--- config.mk ---
export PLATFORM = sky130hd
export DESIGN_NAME = brew_sequencer
export DESIGN_NICKNAME = d
export VERILOG_FILES = /design/src/rtl/brew_sequencer.sv
export SDC_FILE = /design/constraint.sdc
export NUM_CORES = 1
export LEC_CHECK = 0
export CORE_ASPECT_RATIO = 1.5
export CORE_MARGIN = 5
export CORE_UTILIZATION = 46
export CTS_CLUSTER_SIZE = 28
export DETAILED_ROUTE_END_ITERATION = 6
export GPL_TIMING_DRIVEN = 0
export PLACE_DENSITY_LB_ADDON = 0.2
export RECOVER_POWER = 25
export REMOVE_ABC_BUFFERS = 1
export SYNTH_ARGS = -nofsm -noshare
export SYNTH_HDL_FRONTEND = slang
export SYNTH_SLANG_ARGS = --single-unit
--- constraint.sdc ---
create_clock -name Brew_clk -period 1.95 [get_ports Brew_clk]
set_clock_uncertainty 0.2 [all_clocks]
set_input_delay 0.2925 -clock Brew_clk [delete_from_list [all_inputs] [get_ports Brew_clk]]
set_output_delay 0.2925 -clock Brew_clk [all_outputs]
set_load 0.05 [all_outputs]
--- src/rtl/brew_sequencer.sv ---
// Drink-cycle controller: sequences heater, pump and milk valve through HEAT/BREW/MILK/DONE.
// It also verifies the selector's drink code before brewing.
module brew_sequencer #(
    parameter int unsigned HEAT_CYC = 8,
    parameter int unsigned BREW_CYC = 16,
    parameter int unsigned MILK_CYC = 8,
    parameter int unsigned DONE_CYC = 2,
    parameter int unsigned CNT_W    = 8
) (
    input  logic       Brew_clk,
    input  logic       Brew_rst_n,
    input  logic       Brew_start,
    input  logic       Brew_type,
    input  logic       Brew_water_ok,
    input  logic       Brew_cancel,
    input  logic       Brew_clear,
    input  logic [2:0] Brew_code,
    output logic       Brew_sel_en,
    output logic       Brew_sel,
    output logic       Brew_heater,
    output logic       Brew_pump,
    output logic       Brew_milk,
    output logic       Brew_busy,
    output logic       Brew_done,
    output logic       Brew_fault,
    output logic [2:0] Brew_state
);

    localparam int unsigned ST_W = 3;

    localparam logic [CNT_W-1:0] HEAT_LD = CNT_W'(HEAT_CYC - 1);
    localparam logic [CNT_W-1:0] BREW_LD = CNT_W'(BREW_CYC - 1);
    localparam logic [CNT_W-1:0] MILK_LD = CNT_W'(MILK_CYC - 1);
    localparam logic [CNT_W-1:0] DONE_LD = CNT_W'(DONE_CYC - 1);

    localparam logic [2:0] CODE_PLAIN = 3'b001;
    localparam logic [2:0] CODE_MILK  = 3'b101;

    typedef enum logic [ST_W-1:0] {
        IDLE  = 3'd0,
        HEAT  = 3'd1,
        BREW  = 3'd2,
        MILK  = 3'd3,
        DONE  = 3'd4,
        FAULT = 3'd5
    } state_t;

    state_t           state, state_d;
    logic             type_r, type_d;
    logic [CNT_W-1:0] cnt, cnt_d;
    logic             expired;
    logic [2:0]       code_exp;

    logic sel_en_d, sel_d, heater_d, pump_d, milk_d, busy_d, done_d, fault_d;

    assign expired  = (cnt == '0);
    assign code_exp = type_r ? CODE_MILK : CODE_PLAIN;

    // Next-state, next-type and phase-counter logic.
    always_comb begin
        state_d = state;
        type_d  = type_r;
        cnt_d   = cnt;
        case (state)
            IDLE: begin
                if (Brew_start) begin
                    if (Brew_water_ok) begin
                        state_d = HEAT;
                        type_d  = Brew_type;
                        cnt_d   = HEAT_LD;
                    end else begin
                        state_d = FAULT;
                    end
                end
            end
            HEAT, BREW, MILK: begin
                // Cancel outranks a water fault, which outranks phase expiry.
                if (Brew_cancel) begin
                    state_d = IDLE;
                    type_d  = 1'b0;
                    cnt_d   = '0;
                end else if (!Brew_water_ok) begin
                    state_d = FAULT;
                    type_d  = 1'b0;
                    cnt_d   = '0;
                end else if (!expired) begin
                    cnt_d = cnt - CNT_W'(1);
                end else begin
                    case (state)
                        HEAT: begin
                            if (Brew_code != code_exp) begin
                                state_d = FAULT;
                                type_d  = 1'b0;
                                cnt_d   = '0;
                            end else begin
                                state_d = BREW;
                                cnt_d   = BREW_LD;
                            end
                        end
                        BREW: begin
                            if (type_r) begin
                                state_d = MILK;
                                cnt_d   = MILK_LD;
                            end else begin
                                state_d = DONE;
                                cnt_d   = DONE_LD;
                            end
                        end
                        default: begin
                            state_d = DONE;
                            cnt_d   = DONE_LD;
                        end
                    endcase
                end
            end
            DONE: begin
                if (expired) begin
                    state_d = IDLE;
                    type_d  = 1'b0;
                end else begin
                    cnt_d = cnt - CNT_W'(1);
                end
            end
            FAULT: begin
                if (Brew_clear) begin
                    state_d = IDLE;
                end
            end
            default: begin
                state_d = IDLE;
                type_d  = 1'b0;
                cnt_d   = '0;
            end
        endcase
    end

    // Moore decode of the upcoming state so the registered outputs track the state register.
    always_comb begin
        sel_en_d = 1'b0;
        heater_d = 1'b0;
        pump_d   = 1'b0;
        milk_d   = 1'b0;
        done_d   = 1'b0;
        fault_d  = 1'b0;
        case (state_d)
            HEAT: begin
                sel_en_d = 1'b1;
                heater_d = 1'b1;
            end
            BREW: begin
                sel_en_d = 1'b1;
                heater_d = 1'b1;
                pump_d   = 1'b1;
            end
            MILK: begin
                sel_en_d = 1'b1;
                milk_d   = 1'b1;
            end
            DONE:    done_d  = 1'b1;
            FAULT:   fault_d = 1'b1;
            default: ;
        endcase
        busy_d = sel_en_d;
        sel_d  = sel_en_d & type_d;
    end

    always_ff @(posedge Brew_clk or negedge Brew_rst_n) begin
        if (!Brew_rst_n) begin
            state       <= IDLE;
            type_r      <= 1'b0;
            cnt         <= '0;
            Brew_sel_en <= 1'b0;
            Brew_sel    <= 1'b0;
            Brew_heater <= 1'b0;
            Brew_pump   <= 1'b0;
            Brew_milk   <= 1'b0;
            Brew_busy   <= 1'b0;
            Brew_done   <= 1'b0;
            Brew_fault  <= 1'b0;
            Brew_state  <= 3'd0;
        end else begin
            state       <= state_d;
            type_r      <= type_d;
            cnt         <= cnt_d;
            Brew_sel_en <= sel_en_d;
            Brew_sel    <= sel_d;
            Brew_heater <= heater_d;
            Brew_pump   <= pump_d;
            Brew_milk   <= milk_d;
            Brew_busy   <= busy_d;
            Brew_done   <= done_d;
            Brew_fault  <= fault_d;
            Brew_state  <= 3'(state_d);
        end
    end

endmodule
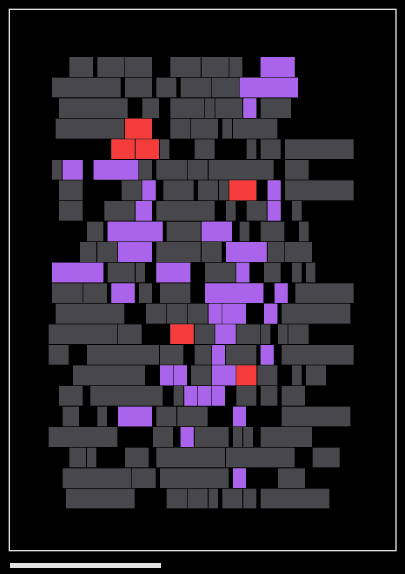
(run_1/logic_types.png)
Scale bar: 20 um.
purple -> aoi and oai cells  # cells 35
red -> non-inverting ao/oa cells  # cells 6

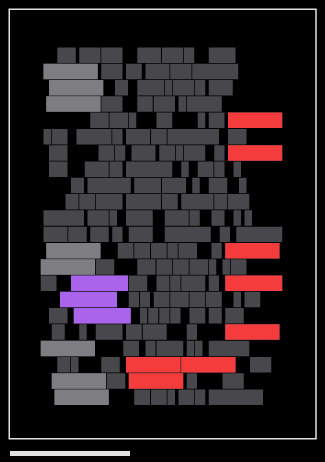
(run_1/flops_by_reg.png)
Scale bar: 20 um. Other sequential cells in the stronger grey, the rest of the logic in the fainter grey.
purple -> state  # flops 3
red -> cnt  # flops 8

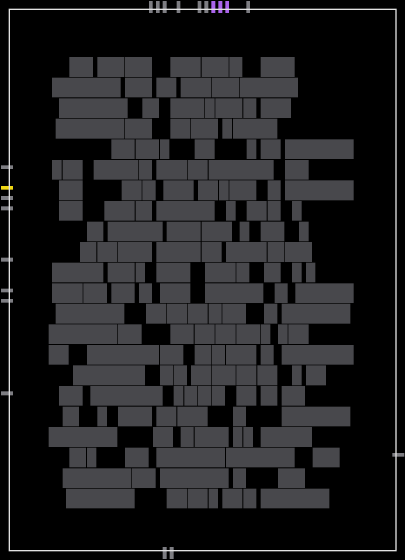
(run_1/io_placement.png)
Pins as bars across the die edge, other pins in grey.
purple -> Brew_code  # pins 3, direction input, edge top
yellow -> Brew_sel  # pins 1, direction output, edge left
all pins by edge = 10 top, 8 left, 2 bottom, 1 right
DIE WIDTH: 51.0 um
die height: 71.5 um
Port Buffer Count: 20

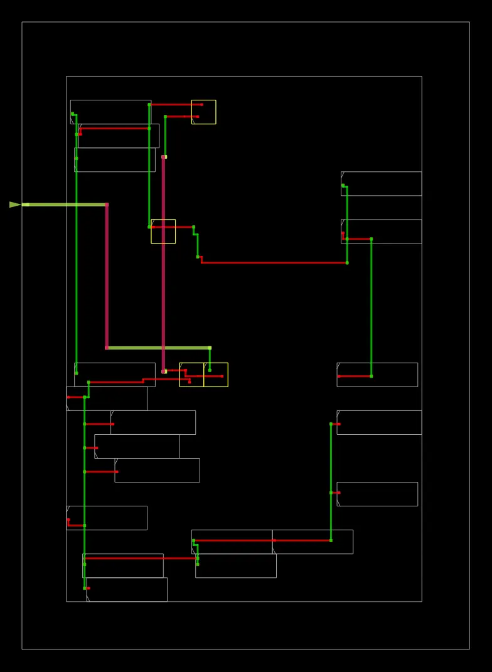
(run_1/clocks.png)
Late-Pin Clk Latency: 0.32 ns
flip-flop and latch count: 19
Clock net power: 228 uW
Num CTS Buffers: 3

==> flow_summary.yaml, run 1 <==
# implementation run metrics
final_timing:
  fin_crit_sh_pct: 109
  worst_slew_pin_slew_ns: 0.835
  fmax_mhz: 470
  setup_ws_ns: -0.177
  maxSlewHeadroom_pct: 44.2
  finalHoldViolations: 0
  fin_crit_ns: 2.13
  setup_viol: 17
worst_hold_path:
  min_delay_path_depth: 3
  hold_start: "Brew_water_ok"
pwr:
  p_per_area_mw_per_mm2: 1680
  clockPowerShare_pct: 7.8
  p_sw_share_pct: 48.3
  cellInternalPower_uw: 1520
  vdd_ir_drop_max_uv: 973
  p_comb_share_pct: 69.5
final_layout:
  lay_top_count: "buf_4"
  final_cell_mix: "buf_4 (21), dfrtp_1 (15), nor2_1 (9)"
  final_cell_count_no_fill: 189
  area_growth_pct: 51.1
  antenna_cells: 0
run:
  drv_cap: 0
  warnings: 28
routing:
  postRouteWirelength_mm: 3.49
  drc: 0
  wl_met1_mm: 1.32
  drtIter0Drc: 41
  met2_length_mm: 2.03
  vias: 1102
  wl_per_cell_um: 18.4
  first_pass_iters: 4
status:
  status: "finished, violations left"
  violations: "negative setup slack"
global_route:
  grt_pass1_wl_mm: 5.26
  grt_overflow: 0
  grt_pass1_vias: 1133
clocking:
  cts_tree: "built"
  path_clk_slew_ns: 0.14
  clock-root-buffer: "clkbuf_4"
  holdBufCountCts: 0
  cts.sinks: 19
  cts_max_level: 1
yosys:
  synth_flops: 19
  aoi_share_pct: 24.8
  ys_sh_mux_pct: 0
  ys_sh_simple_pct: 24.2
  top_logic_kind: "AND-OR/OR-AND gates"
  synth_top_flop_cell: "dfrtp_1"
  async_flop_share_pct: 100
  syn_area_mm2: 0.00116
  yosysTopAreaCell: "dfrtp_1"
  top_area_share_pct: 41.0
  ys_cells: 120
  edf_count: 0
  top_cell: "dfrtp_1"
  synth.distinct_cells: 47
  syn_inst: 120
worst_setup_path:
  timing.rr.start: "state[2]$_DFF_PN0_"
  cp.required_ns: 2.00
  r2r_slack_ns: -0.18
  criticalPathCategory: "reg -> reg"
  worstPathArrival_ns: 2.18
  start_kind: "register"
  critPathCaptureType: "register"
placement:
  place_congestion: 0.779
  dp_cells: 160
floorplan:
  dieArea_mm2: 0.00364
  rows: 22
  io_pins: 21
==> run 1: timing repair <==
| item | CTS | global route |
|---|---|---|
| gates cloned | 0 | 0 |
| pin swaps | 7 | 14 |
| resized | 38 | 20 |
| buffers inserted | 14 | 11 |
| endpoints found under the setup margin | 29 | 20 |
==> run 1: worst max-delay path by stage <==
stage | start | end | slack, ns | cells past startpoint
6_report | state[2]$_DFF_PN0_ | Brew_heater$_DFF_PN0_ | -0.18 | 7
5_1_grt | cnt[0]$_DFFE_PN0P_ | Brew_sel$_DFF_PN0_ | -0.25 | 8
4_1_cts | state[1]$_DFF_PN0_ | cnt[3]$_DFFE_PN0P_ | -0.13 | 5
3_5_place_dp | Brew_water_ok | Brew_heater$_DFF_PN0_ | -0.44 | 7
3_3_place_gp | Brew_water_ok | cnt[7]$_DFFE_PN0P_ | -0.44 | 7
2_1_floorplan | state[0]$_DFF_PN0_ | Brew_heater$_DFF_PN0_ | -0.32 | 6
==> run 1: power by group through the flow <==
stage | Clock (uW) | Sequential (uW) | Combinational, uW
3_3_place_gp | 0 | 690 | 1290
3_5_place_dp | 0 | 696 | 1310
2_1_floorplan | 0 | 873 | 776
4_1_cts | 230 | 657 | 1700
5_1_grt | 243 | 690 | 2180
6_report | 228 | 670 | 2040
==> run 1: kinds of logic after synthesis <==
group | count (synthesis)
fa+ha+maj | 2
simple gates | 43
flops | 19
buf+inv | 11
xor+xnor | 4
compound gates | 41
==> run 1: layout make-up <==
| class | count | area, um^2 |
|---|---|---|
| inverter | 7 | 28.8 |
| sequential | 19 | 480 |
| tap | 24 | 30.0 |
| timing repair buffer | 45 | 392 |
| multi-input combinational | 90 | 790 |
| clock buffer | 3 | 22.5 |
| fill | 190 | 672 |
| clock inverter | 1 | 7.51 |
==> run 1: worst max-delay path: stages (launching register included) <==
cell	delay [ns]
dfrtp_2	0.46
or3b_4	0.44
nor4b_4	0.26
buf_4	0.18
nor3_4	0.04
or2_4	0.27
nor2_4	0.09
o21bai_4	0.11
==> run 1: per-layer routing <==
layer	vias to the layer above	GRT usage [%]
met3	4	3.53
li1	517	-
met2	21	33.1
met4	0	8.24
met5	-	0
met1	560	19.5
==> run 1: flip-flops by register name, summed over array words and instances (netlist names) <==
register,count
Brew_pump,1
Brew_done,1
Brew_heater,1
Brew_milk,1
Brew_sel,1
Brew_busy,1
type_r,1
Brew_fault,1
state,3
cnt,8
==> run 1: per-stage QoR <==
stage                     setup slack, ns  hold slack [ns]  setup TNS, ns  utilization, %  instance area, um^2
after floorplan                    -0.324           -0.203          -3.63               -                 1130
after global placement             -0.435            0.331          -6.05            56.1                 1360
after detailed placement           -0.443            0.350          -6.34            56.1                 1360
after CTS                          -0.129            0.260         -0.664            65.5                 1590
after global routing               -0.247            0.206          -3.15            72.3                 1750
final                              -0.177            0.170          -1.94            72.3                 1750
==> inputs of run 2 (changes only) <==
- GPL_TIMING_DRIVEN: 0 -> unset
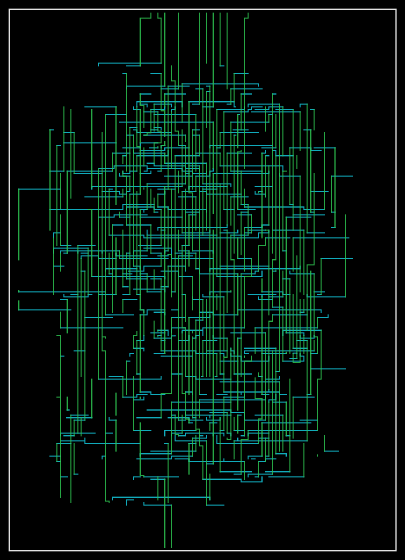
(run_2/wires.png)
Two of the layers only.
cyan -> metal 1  # wire length 1240 um
green -> metal 2  # wire length 2130 um

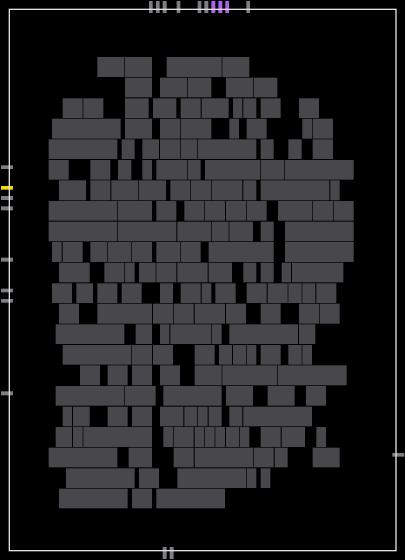
(run_2/io_placement.png)
Pins as bars across the die edge, other pins in grey.
yellow -> Brew_sel  # pins 1, direction output, edge left
purple -> Brew_code  # pins 3, direction input, edge top

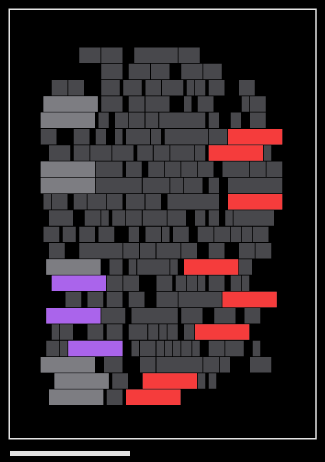
(run_2/flops_by_reg.png)
Scale bar: 20 um. Other sequential cells in the stronger grey, the rest of the logic in the fainter grey.
purple -> state  # flops 3
red -> cnt  # flops 8
not coloured = 8
Register Area: 475 um^2
register share of the cell area: 26.0%
Core Util, Final: 75.4%

==> run 2 against run 1 <==
  * The run still ends with negative setup slack left
  * Core utilization is 3.1 points higher
  * Via count rose by 10%
  * Clock power down 8%
  * Total power is 5.0% higher
  * Critical path depth grew 3
  * Non-clock buffer count grew 17
  * Maximum frequency increased by 0.96%
  * Design area up 4.3%
  * Final cell count is 9.0% higher
  * Register-to-register slack gained 0.02 ns
  * Count of clock-buffer cells in the layout did not move
  * Critical path type unchanged
  * Largest cell class unchanged
  * Largest power group unchanged
  * Highest routed layer unchanged
==> flow_summary.yaml, run 2 <==
# implementation run metrics
status:
  status: "finished, violations left"
  violations: "negative setup slack"
routing:
  ant_nets: 0
  avgViaCountPerCell: 5.89
  top_layer: "met4"
  postRouteWirelength_mm: 3.65
  drc: 0
  first_pass_iters: 4
  met3_length_um: 174
  wl_met1_mm: 1.24
  drtIter0Drc: 34
  vias: 1213
  met2_length_mm: 2.13
  wl_per_cell_um: 17.7
worst_hold_path:
  hold_path_class: "reg -> reg"
  holdPathEnd: "cnt[6]$_DFFE_PN0P_"
  min_delay_path_depth: 2
  hold_start: "cnt[6]$_DFFE_PN0P_"
yosys:
  top_cells_by_count: "dfrtp_1 (19), nor2_1 (11), o21ai_1 (9)"
  top_cell: "dfrtp_1"
  syn_area_mm2: 0.00116
  async_flop_share_pct: 100
  yosysTopAreaCell: "dfrtp_1"
  synth_flops: 19
  ys_area_mm2: 0.00116
  ys_seq_share_pct: 41.0
  ys_cells: 120
  top_area_share_pct: 41.0
  syn_inst: 120
  synth.distinct_cells: 47
  synth_top_flop_cell: "dfrtp_1"
  yosysWarnings: 0
  avgSynthCellArea_um2: 9.66
  area_leaders: "dfrtp_1 (41%), o21ai_1 (3.9%), nor2_1 (3.6%), a21oi_1 (3.5%), nand2_1 (2.6%)"
  edf_count: 0
final_timing:
  fin_tns_setup_ns: -1.15
  fin_crit_ns: 2.11
  setup_ws_ns: -0.157
  setup_viol: 13
  hold_slack_ns: 0.421
  rsz0062_at_grt: "true"
  fin_crit_sh_pct: 108
  finalHoldViolations: 0
  maxSlewHeadroom_pct: 32.4
  fmax_mhz: 475
  slew_violations: 0
  worst_slew_pin_slew_ns: 1.01
final_layout:
  n_fill_cell: 172
  top_regs: "cnt (8), state (3)"
  lay_top_count: "buf_4"
  largest_reg_flops: 8
  final_cell_mix: "buf_4 (48), dfrtp_1 (19), nor2_1 (9)"
  antenna_cells: 0
  drive_gt1_share_pct: 48.9
  finalNetCount: 195
  area_growth_pct: 57.6
  comb_area_um2: 744
  largest-register: "cnt"
  final_cell_count_no_fill: 206
worst_setup_path:
  r2r_slack_ns: -0.16
  reg2reg_depth: 10
  worstPathArrival_ns: 2.10
  criticalPathCategory: "reg -> reg"
  crit_fanout: 6
  start_kind: "register"
  cp.required_ns: 1.94
  critPathCaptureType: "register"
  rr_endpoint: "cnt[3]$_DFFE_PN0P_"
  timing.rr.start: "cnt[0]$_DFFE_PN0P_"
floorplan:
  core-area_mm2: 0.00242
  fp_util_pct: 47.8
  rows: 22
  io_pins: 21
  die_w_um: 51.0
  dieHeight_um: 71.5
  dieArea_mm2: 0.00364
pwr:
  p_per_area_mw_per_mm2: 1690
  p_total_uw: 3090
  vdd_ir_drop_max_uv: 969
  p_leak_uw: 0.000815
clocking:
  cts_tree: "built"
  clock-root-buffer: "clkbuf_4"
  insertion_delay_ns: 0.30
  holdBufCountCts: 0
  path_clk_slew_ns: 0.12
  clk_path_buf_depth: 2
  cts_buffers: 3
  cts_max_level: 1
  cts.sinks: 19
global_route:
  grt_max_degree: 20
  grt_usage_pct: 20.3
  grt_pass1_wl_mm: 5.79
  grt_overflow: 0
  grt_pass1_vias: 1279
  antenna_found_initial: 0
placement:
  dp_cells: 195
  dp_hpwl_mm: 2.60
  portBuffers: 20
  place_congestion: 0.998
run:
  drv_cap: 0
  warnings: 28
## run 2: worst max-delay path by stage
stage	endpoint	from	cells past startpoint
2_1_floorplan	Brew_heater$_DFF_PN0_	state[0]$_DFF_PN0_	6
6_report	cnt[3]$_DFFE_PN0P_	cnt[0]$_DFFE_PN0P_	10
3_5_place_dp	Brew_sel$_DFF_PN0_	cnt[0]$_DFFE_PN0P_	8
3_3_place_gp	Brew_sel$_DFF_PN0_	cnt[1]$_DFFE_PN0P_	8
4_1_cts	cnt[2]$_DFFE_PN0P_	state[2]$_DFF_PN0_	7
5_1_grt	Brew_heater$_DFF_PN0_	type_r$_DFF_PN0_	6
## run 2: timing repair
action,in CTS,in global routing
resized,8,20
endpoints found under the setup margin,18,19
setup buffers,1,6
pin swaps,5,14
## run 2: critical path: stages, from the launching register on
cell	delay, ns
dfrtp_1	0.41
inv_2	0.09
ha_4	0.13
nor3b_4	0.23
nand2_2	0.15
buf_6	0.18
o21ai_2	0.19
buf_4	0.14
a21oi_1	0.05
o21ai_1	0.15
o21ai_1	0.09
## run 2: metrics by stage
step,area (um^2),util (%),setup slack (ns)
2_1_floorplan,1130,-,-0.324
3_3_place_gp,1620,66.9,-0.273
3_5_place_dp,1620,66.9,-0.339
4_1_cts,1690,69.7,-0.121
5_1_grt,1830,75.4,-0.279
6_report,1830,75.4,-0.157
## run 2: area by class of cell
| type | count | area share [%] |
|---|---|---|
| clock buffer | 3 | 1.23 |
| clock inverter | 1 | 0.411 |
| inverter | 7 | 1.58 |
| multi-input combinational | 90 | 40.8 |
| sequential | 19 | 26.0 |
| tap | 24 | 1.64 |
| timing repair buffer | 62 | 28.3 |
## run 2: routing by layer
metal  vias to the layer above  track usage, %
li1                        556               -
met1                       601            22.5
met2                        44            35.5
met3                        12            3.95
met4                         0            10.2
met5                         -               0
## run 2: kinds of logic after synthesis
family / Yosys count / synth area share, %
and+or+nand+nor: 43 / 24.2
AOI/OAI and AO/OA: 41 / 24.8
DFF: 19 / 41.0
buffers and inverters: 11 / 4.75
xor gates and xnor gates: 4 / 3.02
adders and majority gates: 2 / 2.16
## run 2: report_power, final
part           internal [uW]  switching [uW]  leakage [uW]
Sequential               527            93.9      0.000250
Clock                   78.1             131     0.0000139
Combinational           1050            1210      0.000551
==> inputs of run 3 (changes only) <==
- GPL_ROUTABILITY_DRIVEN: unset -> 0
==> run 3 against run 2 <==
  * The flow still finishes with violations (negative setup slack)
  * Non-clock buffer count is the same
  * Synthesized cell count unchanged
  * Design area unchanged
  * Clock power about the same
  * Final cell count unchanged
  * Count of clock-buffer cells in the layout did not move
  * Core utilization did not move
  * Via count unchanged
  * Sequential cell count unchanged
  * Critical path type unchanged
==> flow_summary.yaml, run 3 <==
# implementation run metrics
status:
  status: "finished, violations left"
  violations: "negative setup slack"
final_layout:
  final_area_mm2: 0.00183
  top_regs: "cnt (8), state (3)"
  final_cell_mix: "buf_4 (48), dfrtp_1 (19), nor2_1 (9)"
  finish.utilization_pct: 75.4
  largest-register: "cnt"
  largest_reg_flops: 8
  antenna_cells: 0
  finalNetCount: 195
  drive_gt1_share_pct: 48.9
  lay_top_count: "buf_4"
  area_growth_pct: 57.6
  n_fill_cell: 172
final_timing:
  maxSlewHeadroom_pct: 32.4
  worst_slew_pin_slew_ns: 1.01
  fin_crit_ns: 2.11
  hold_slack_ns: 0.421
  rsz0062_at_grt: "true"
  setup_viol: 13
  slew_violations: 0
  finalHoldViolations: 0
  fin_crit_sh_pct: 108
  setup_ws_ns: -0.157
  fmax_mhz: 475
yosys:
  syn_area_mm2: 0.00116
  ys_cells: 120
  async_flop_share_pct: 100
  synth.distinct_cells: 47
  synth_top_flop_cell: "dfrtp_1"
  yosysTopAreaCell: "dfrtp_1"
  top_cell: "dfrtp_1"
  top_area_share_pct: 41.0
  top_cells_by_count: "dfrtp_1 (19), nor2_1 (11), o21ai_1 (9)"
  yosysWarnings: 0
  edf_count: 0
  area_leaders: "dfrtp_1 (41%), o21ai_1 (3.9%), nor2_1 (3.6%), a21oi_1 (3.5%), nand2_1 (2.6%)"
  synth_flops: 19
  avgSynthCellArea_um2: 9.66
  ys_area_mm2: 0.00116
  syn_inst: 120
  ys_seq_share_pct: 41.0
run:
  warnings: 28
  drv_cap: 0
floorplan:
  dieHeight_um: 71.5
  rows: 22
  core-area_mm2: 0.00242
  dieArea_mm2: 0.00364
  die_w_um: 51.0
  io_pins: 21
  fp_util_pct: 47.8
pwr:
  p_total_uw: 3090
  p_per_area_mw_per_mm2: 1690
  p_sw_share_pct: 46.5
  p_comb_share_pct: 73.1
  clockPowerShare_pct: 6.8
  p_sw_uw: 1440
  cellInternalPower_uw: 1650
  p_leak_uw: 0.000815
  vdd_ir_drop_max_uv: 969
  p_seq_share_pct: 20.1
routing:
  ant_nets: 0
  drtIter0Drc: 34
  wl_per_cell_um: 17.7
  drc: 0
  postRouteWirelength_mm: 3.65
  avgViaCountPerCell: 5.89
  first_pass_iters: 4
  vias: 1213
worst_setup_path:
  start_kind: "register"
  crit_fanout: 6
  cp.required_ns: 1.94
  criticalPathCategory: "reg -> reg"
  worstPathArrival_ns: 2.10
  critPathCaptureType: "register"
global_route:
  grt_pass1_vias: 1279
  grt_usage_pct: 20.3
  antenna_found_initial: 0
  grt_max_degree: 20
  grt_pass1_wl_mm: 5.79
  grt_overflow: 0
placement:
  pre_cts_ws_ns: -0.339
  dpl_cell_area_mm2: 0.00162
  portBuffers: 20
  dp_hpwl_mm: 2.60
clocking:
  cts_tree: "built"
  cts_max_level: 1
  cts_buffers: 3
  clock-root-buffer: "clkbuf_4"
  clk_path_buf_depth: 2
  path_clk_slew_ns: 0.12
worst_hold_path:
  hold_path_class: "reg -> reg"
## run 3: worst max-delay path: stages, from the launching register on
cell     delay [ns]
dfrtp_1        0.41
inv_2          0.09
ha_4           0.13
nor3b_4        0.23
nand2_2        0.15
buf_6          0.18
o21ai_2        0.19
buf_4          0.14
a21oi_1        0.05
o21ai_1        0.15
o21ai_1        0.09
## run 3: final timing paths
check | from | to | slack (ns) | cells after the start
max | cnt[0]$_DFFE_PN0P_ | cnt[3]$_DFFE_PN0P_ | -0.16 | 10
min | cnt[6]$_DFFE_PN0P_ | cnt[6]$_DFFE_PN0P_ | 0.42 | 2
max reg2reg | cnt[0]$_DFFE_PN0P_ | cnt[3]$_DFFE_PN0P_ | -0.16 | 10
min reg2reg | cnt[6]$_DFFE_PN0P_ | cnt[6]$_DFFE_PN0P_ | 0.42 | 2
max in group asynchronous | Brew_rst_n | Brew_busy$_DFF_PN0_ | 0.48 | 2
min in group asynchronous | Brew_rst_n | cnt[2]$_DFFE_PN0P_ | 0.47 | 2
## run 3: cells by family after synthesis
kind of cell,Yosys count,share of synthesized area (%)
xor+xnor,4,3.02
fa+ha+maj,2,2.16
flops,19,41.0
buf+inv,11,4.75
simple gates,43,24.2
compound gates,41,24.8
## run 3: what timing repair did
| action | CTS | global route |
|---|---|---|
| hold buffers | 0 | 0 |
| pin swaps | 5 | 14 |
| gates resized | 8 | 20 |
| setup buffers | 1 | 6 |
| endpoints found under the setup margin | 18 | 19 |
## run 3: per-layer routing
layer  global-route usage (%)  part of all wire (%)  routed length (um)
met1                     22.5                    34                1240
met4                     10.2                   3.0                 108
met3                     3.95                   4.8                 174
met2                     35.5                    58                2130
met5                        0                     0                   0
## run 3: stage by stage
step	cells	setup TNS, ns
final	206	-1.15
after global routing	206	-3.09
after CTS	200	-0.993
after detailed placement	195	-4.13
after global placement	195	-2.92
after floorplan	116	-3.63
## run 3: layout make-up
| class | instances | area, um^2 | share of cell area, % |
|---|---|---|---|
| clock inverter | 1 | 7.51 | 0.411 |
| timing repair buffer | 62 | 517 | 28.3 |
| tap | 24 | 30.0 | 1.64 |
| clock buffer | 3 | 22.5 | 1.23 |
| inverter | 7 | 28.8 | 1.58 |
| multi-input combinational | 90 | 744 | 40.8 |
| sequential | 19 | 475 | 26.0 |
## run 3: power by group through the flow
stage	logic, uW	clock network (uW)	registers (uW)
after floorplan	776	0	873
after global placement	1820	0	611
after detailed placement	1880	0	616
after CTS	1940	212	615
after global routing	2400	245	637
final	2260	209	620
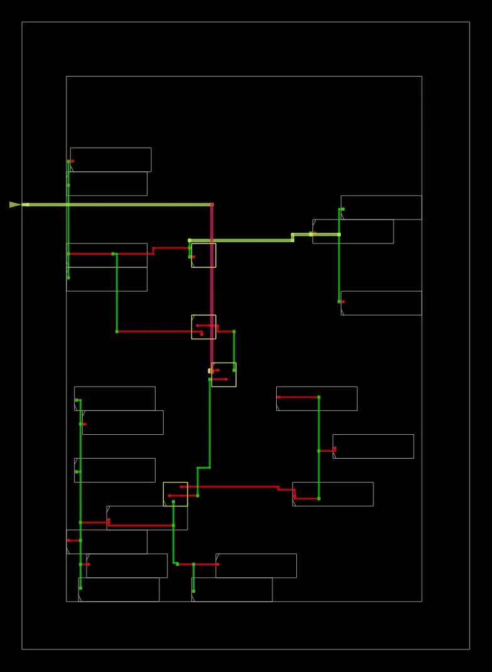
(run_3/clocks.png)
Late-Pin Clk Latency: 0.30 ns
Clock net power: 209 uW
clkbuf count: 3
clock sink count: 19

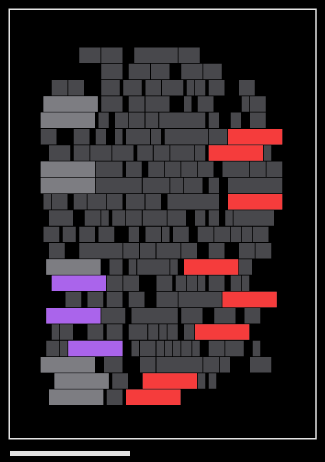
(run_3/flops_by_reg.png)
Scale bar: 20 um. Other sequential cells in the stronger grey, the rest of the logic in the fainter grey.
purple -> state  # flops 3
red -> cnt  # flops 8
not coloured = 8

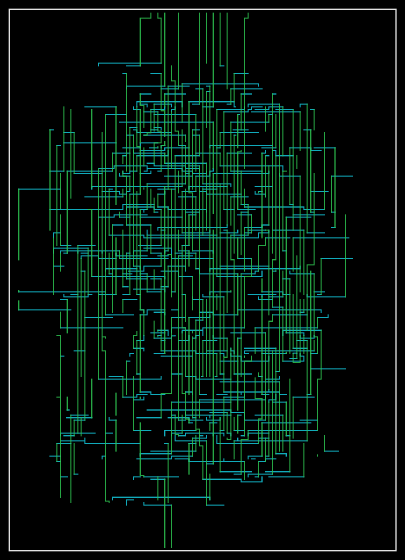
(run_3/wires.png)
Two of the layers only.
green -> metal 2  # wire length 2130 um
cyan -> metal 1  # wire length 1240 um

No activity file was given, so power comes from the tool's default toggle rates.
